File: src/rtl/multicycle_control.sv
// Main control FSM for the multicycle MIPS datapath.
// Sequences each instruction over 3-5 cycles and drives datapath controls.
module multicycle_control #(
  parameter int STATE_W = 4
) (
  input  logic               Clk,
  input  logic               Reset,
  input  logic [5:0]         Op,
  input  logic               Zero,
  output logic               MemWrite,
  output logic               IRWrite,
  output logic               IorD,
  output logic               RegDst,
  output logic               MemtoReg,
  output logic               RegWrite,
  output logic               ALUSrcA,
  output logic [1:0]         ALUSrcB,
  output logic [1:0]         ALUOp,
  output logic [1:0]         PCSrc,
  output logic               PCEn,
  output logic               IllegalOp,
  output logic [STATE_W-1:0] State
);

  typedef enum logic [STATE_W-1:0] {
    FETCH   = STATE_W'(0),
    DECODE  = STATE_W'(1),
    MEMADR  = STATE_W'(2),
    MEMRD   = STATE_W'(3),
    MEMWB   = STATE_W'(4),
    MEMWR   = STATE_W'(5),
    EXECUTE = STATE_W'(6),
    ALUWB   = STATE_W'(7),
    BRANCH  = STATE_W'(8),
    ADDIEX  = STATE_W'(9),
    ADDIWB  = STATE_W'(10),
    JUMP    = STATE_W'(11),
    ILLEGAL = STATE_W'(12)
  } state_t;

  typedef struct packed {
    logic       mem_write;
    logic       ir_write;
    logic       iord;
    logic       reg_dst;
    logic       mem_to_reg;
    logic       reg_write;
    logic       alu_src_a;
    logic [1:0] alu_src_b;
    logic [1:0] alu_op;
    logic [1:0] pc_src;
    logic       pc_write;
    logic       branch;
    logic       illegal;
  } ctrl_t;

  localparam logic [5:0] OP_LW   = 6'b100011;
  localparam logic [5:0] OP_SW   = 6'b101011;
  localparam logic [5:0] OP_RTYPE = 6'b000000;
  localparam logic [5:0] OP_BEQ  = 6'b000100;
  localparam logic [5:0] OP_ADDI = 6'b001000;
  localparam logic [5:0] OP_J    = 6'b000010;

  state_t state;
  ctrl_t  ctrl;
  logic   run;

  function automatic state_t next_of(input state_t s, input logic [5:0] op);
    state_t n;
    n = FETCH;
    case (s)
      FETCH:   n = DECODE;
      DECODE:
        case (op)
          OP_LW, OP_SW: n = MEMADR;
          OP_RTYPE:     n = EXECUTE;
          OP_BEQ:       n = BRANCH;
          OP_ADDI:      n = ADDIEX;
          OP_J:         n = JUMP;
          default:      n = ILLEGAL;
        endcase
      MEMADR:
        if (op == OP_LW)      n = MEMRD;
        else if (op == OP_SW) n = MEMWR;
        else                  n = FETCH;
      MEMRD:   n = MEMWB;
      EXECUTE: n = ALUWB;
      ADDIEX:  n = ADDIWB;
      default: n = FETCH;
    endcase
    return n;
  endfunction

  function automatic ctrl_t decode(input state_t s);
    ctrl_t c;
    c = '0;
    case (s)
      FETCH: begin
        c.ir_write  = 1'b1;
        c.alu_src_b = 2'b01;
        c.pc_write  = 1'b1;
      end
      DECODE:  c.alu_src_b = 2'b11;
      MEMADR: begin
        c.alu_src_a = 1'b1;
        c.alu_src_b = 2'b10;
      end
      MEMRD:   c.iord = 1'b1;
      MEMWB: begin
        c.mem_to_reg = 1'b1;
        c.reg_write  = 1'b1;
      end
      MEMWR: begin
        c.iord      = 1'b1;
        c.mem_write = 1'b1;
      end
      EXECUTE: begin
        c.alu_src_a = 1'b1;
        c.alu_op    = 2'b10;
      end
      ALUWB: begin
        c.reg_dst   = 1'b1;
        c.reg_write = 1'b1;
      end
      BRANCH: begin
        c.alu_src_a = 1'b1;
        c.alu_op    = 2'b01;
        c.pc_src    = 2'b01;
        c.branch    = 1'b1;
      end
      ADDIEX: begin
        c.alu_src_a = 1'b1;
        c.alu_src_b = 2'b10;
      end
      ADDIWB:  c.reg_write = 1'b1;
      JUMP: begin
        c.pc_src   = 2'b10;
        c.pc_write = 1'b1;
      end
      ILLEGAL: c.illegal = 1'b1;
      default: c = '0;
    endcase
    return c;
  endfunction

  // The first edge after reset only arms the FETCH outputs; State stays put.
  always_ff @(posedge Clk or posedge Reset) begin
    if (Reset) begin
      state <= FETCH;
      ctrl  <= '0;
      run   <= 1'b0;
    end else if (!run) begin
      run   <= 1'b1;
      state <= FETCH;
      ctrl  <= decode(FETCH);
    end else begin
      state <= next_of(state, Op);
      ctrl  <= decode(next_of(state, Op));
    end
  end

  assign MemWrite  = ctrl.mem_write;
  assign IRWrite   = ctrl.ir_write;
  assign IorD      = ctrl.iord;
  assign RegDst    = ctrl.reg_dst;
  assign MemtoReg  = ctrl.mem_to_reg;
  assign RegWrite  = ctrl.reg_write;
  assign ALUSrcA   = ctrl.alu_src_a;
  assign ALUSrcB   = ctrl.alu_src_b;
  assign ALUOp     = ctrl.alu_op;
  assign PCSrc     = ctrl.pc_src;
  assign PCEn      = ctrl.pc_write | (ctrl.branch & Zero);
  assign IllegalOp = ctrl.illegal;
  assign State     = state;

endmodule
File: config.mk
export PLATFORM = sky130hd
export DESIGN_NAME = multicycle_control
export DESIGN_NICKNAME = d
export VERILOG_FILES = /design/src/rtl/multicycle_control.sv
export SDC_FILE = /design/constraint.sdc
export NUM_CORES = 1
export LEC_CHECK = 0
export CORE_AREA = 2 2 61 63
export CTS_CLUSTER_DIAMETER = 150
export DETAILED_ROUTE_END_ITERATION = 7
export DIE_AREA = 0 0 63 65
export SETUP_SLACK_MARGIN = 0.15
export SKIP_CTS_REPAIR_TIMING = 1
export SLEW_MARGIN = 20
export SYNTH_ARGS = -nofsm -noshare
export SYNTH_HDL_FRONTEND = slang
export SYNTH_SLANG_ARGS = --single-unit
File: constraint.sdc
create_clock -name Clk -period 2.1 [get_ports Clk]
set_clock_uncertainty 0.15 [all_clocks]
set_input_delay 0.21 -clock Clk [delete_from_list [all_inputs] [get_ports Clk]]
set_output_delay 0.21 -clock Clk [all_outputs]
set_load 0.05 [all_outputs]
Close-up of the layout:
Region (12, 0) to (52, 40) um. Cells in gray, sequential cells in the stronger gray; small squares are vias.
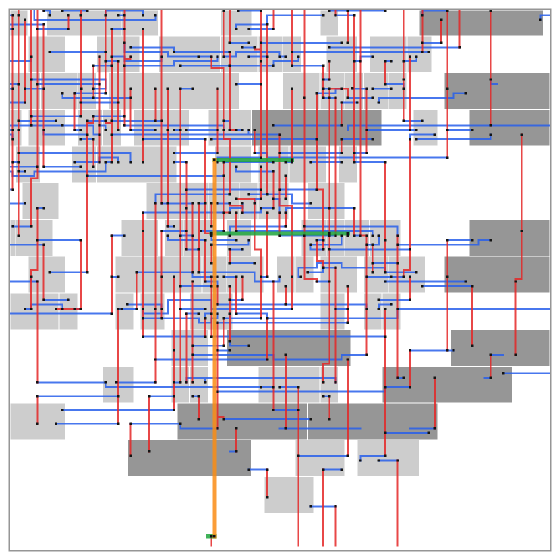
Key: M4 = orange; M1 = blue; M2 = red; M3 = green
Sequential cells in the window: 12. 88 logic cells have their middle in the window. Most frequent: buf_4 (11). Netlist names of flops here include `State` (4), `PCSrc` (2).

Clock wires, drivers and flops:
The bar under the picture is 20 um long.
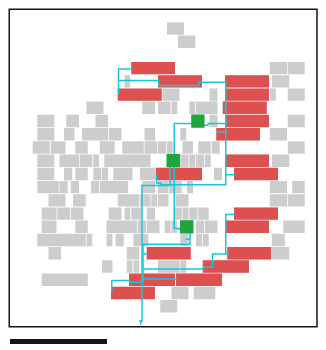
Key: clock-net drivers = green [count 3]; clock wires = cyan [length 216 um]; flip-flops = red [count 19]
There are 4 routed clock nets.
Clock Power: 180 uW
Worst-Skew Late Latency: 0.29 ns
Clock Power Share: 0.175

==> run summary <==
register-to-register path setup slack -> 0.26 ns
number of cell instances after yosys synthesis -> 107
count of inserted antenna diode cells -> 0
area of the core region -> 0.00350 mm^2
Fin Hold WS -> 0.156 ns
mean area per synthesized cell -> 10.2 um^2
leading cell type in the layout, fill and taps excluded -> sky130_fd_sc_hd__clkdlybuf4s50_1
HP Class -> primary input to asynchronous set/reset pin
effective utilization at floorplan -> 0.312
Post-synth regs -> 19
count of antenna-violating nets left after detailed routing -> 0
area taken by flip-flops and latches -> 480 um^2
met3 track demand over resource in global routing -> 0.0174
Max Buffers Root-to-Sink -> 2
cell count along the critical path -> 7
flip-flop count of the largest register after layout -> 4
shortest clock period the worst path allows after layout -> 1.88 ns
average wire length per cell after detail routing -> 12.7 um
run status -> finished clean
top-level I/O count -> 28
CTS Buf Count -> 3
end of the worst register-to-register path -> ctrl[2]
GR met1 Demand/Resource -> 0.153
Cell outlines without signal wires:
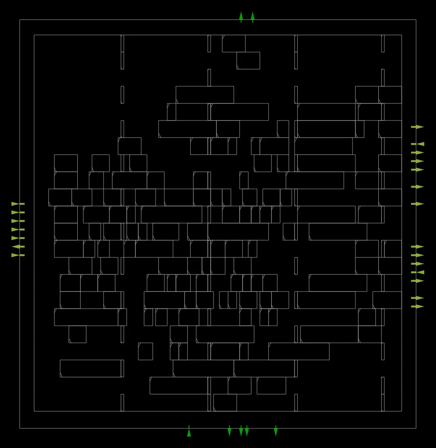
sequential share of cell area: 0.318
filler-free cell count of the finished design: 190

==> power breakdown <==
part           total (mW)  switching, mW  leakage (nW)  internal [mW]
sequential          0.424         0.0283         0.243          0.396
combinational       0.425          0.257         0.439          0.168
clock               0.180          0.109        0.0177         0.0708
total                1.03          0.394         0.699          0.635
==> area by class of cell <==
class	count	area share
timing repair buffer	42	0.258
clock inverter	1	0.00331
inverter	4	0.00993
clock buffer	3	0.0149
multi-input combinational	73	0.356
sequential	19	0.318
tap	48	0.0397
==> per-layer routing <==
metal,vias to the layer above,part of all wire
li1,458,-
met1,448,0.46
met2,26,0.50
met3,2,0.029
met4,0,0.011
met5,-,0
==> through the flow <==
step	utilization	std cells
CTS	0.426	189
global route	0.433	190
finish	0.433	190
global placement	0.418	185
detailed placement	0.418	185
floorplan	-	107
Power and IR drop assume default switching activity.
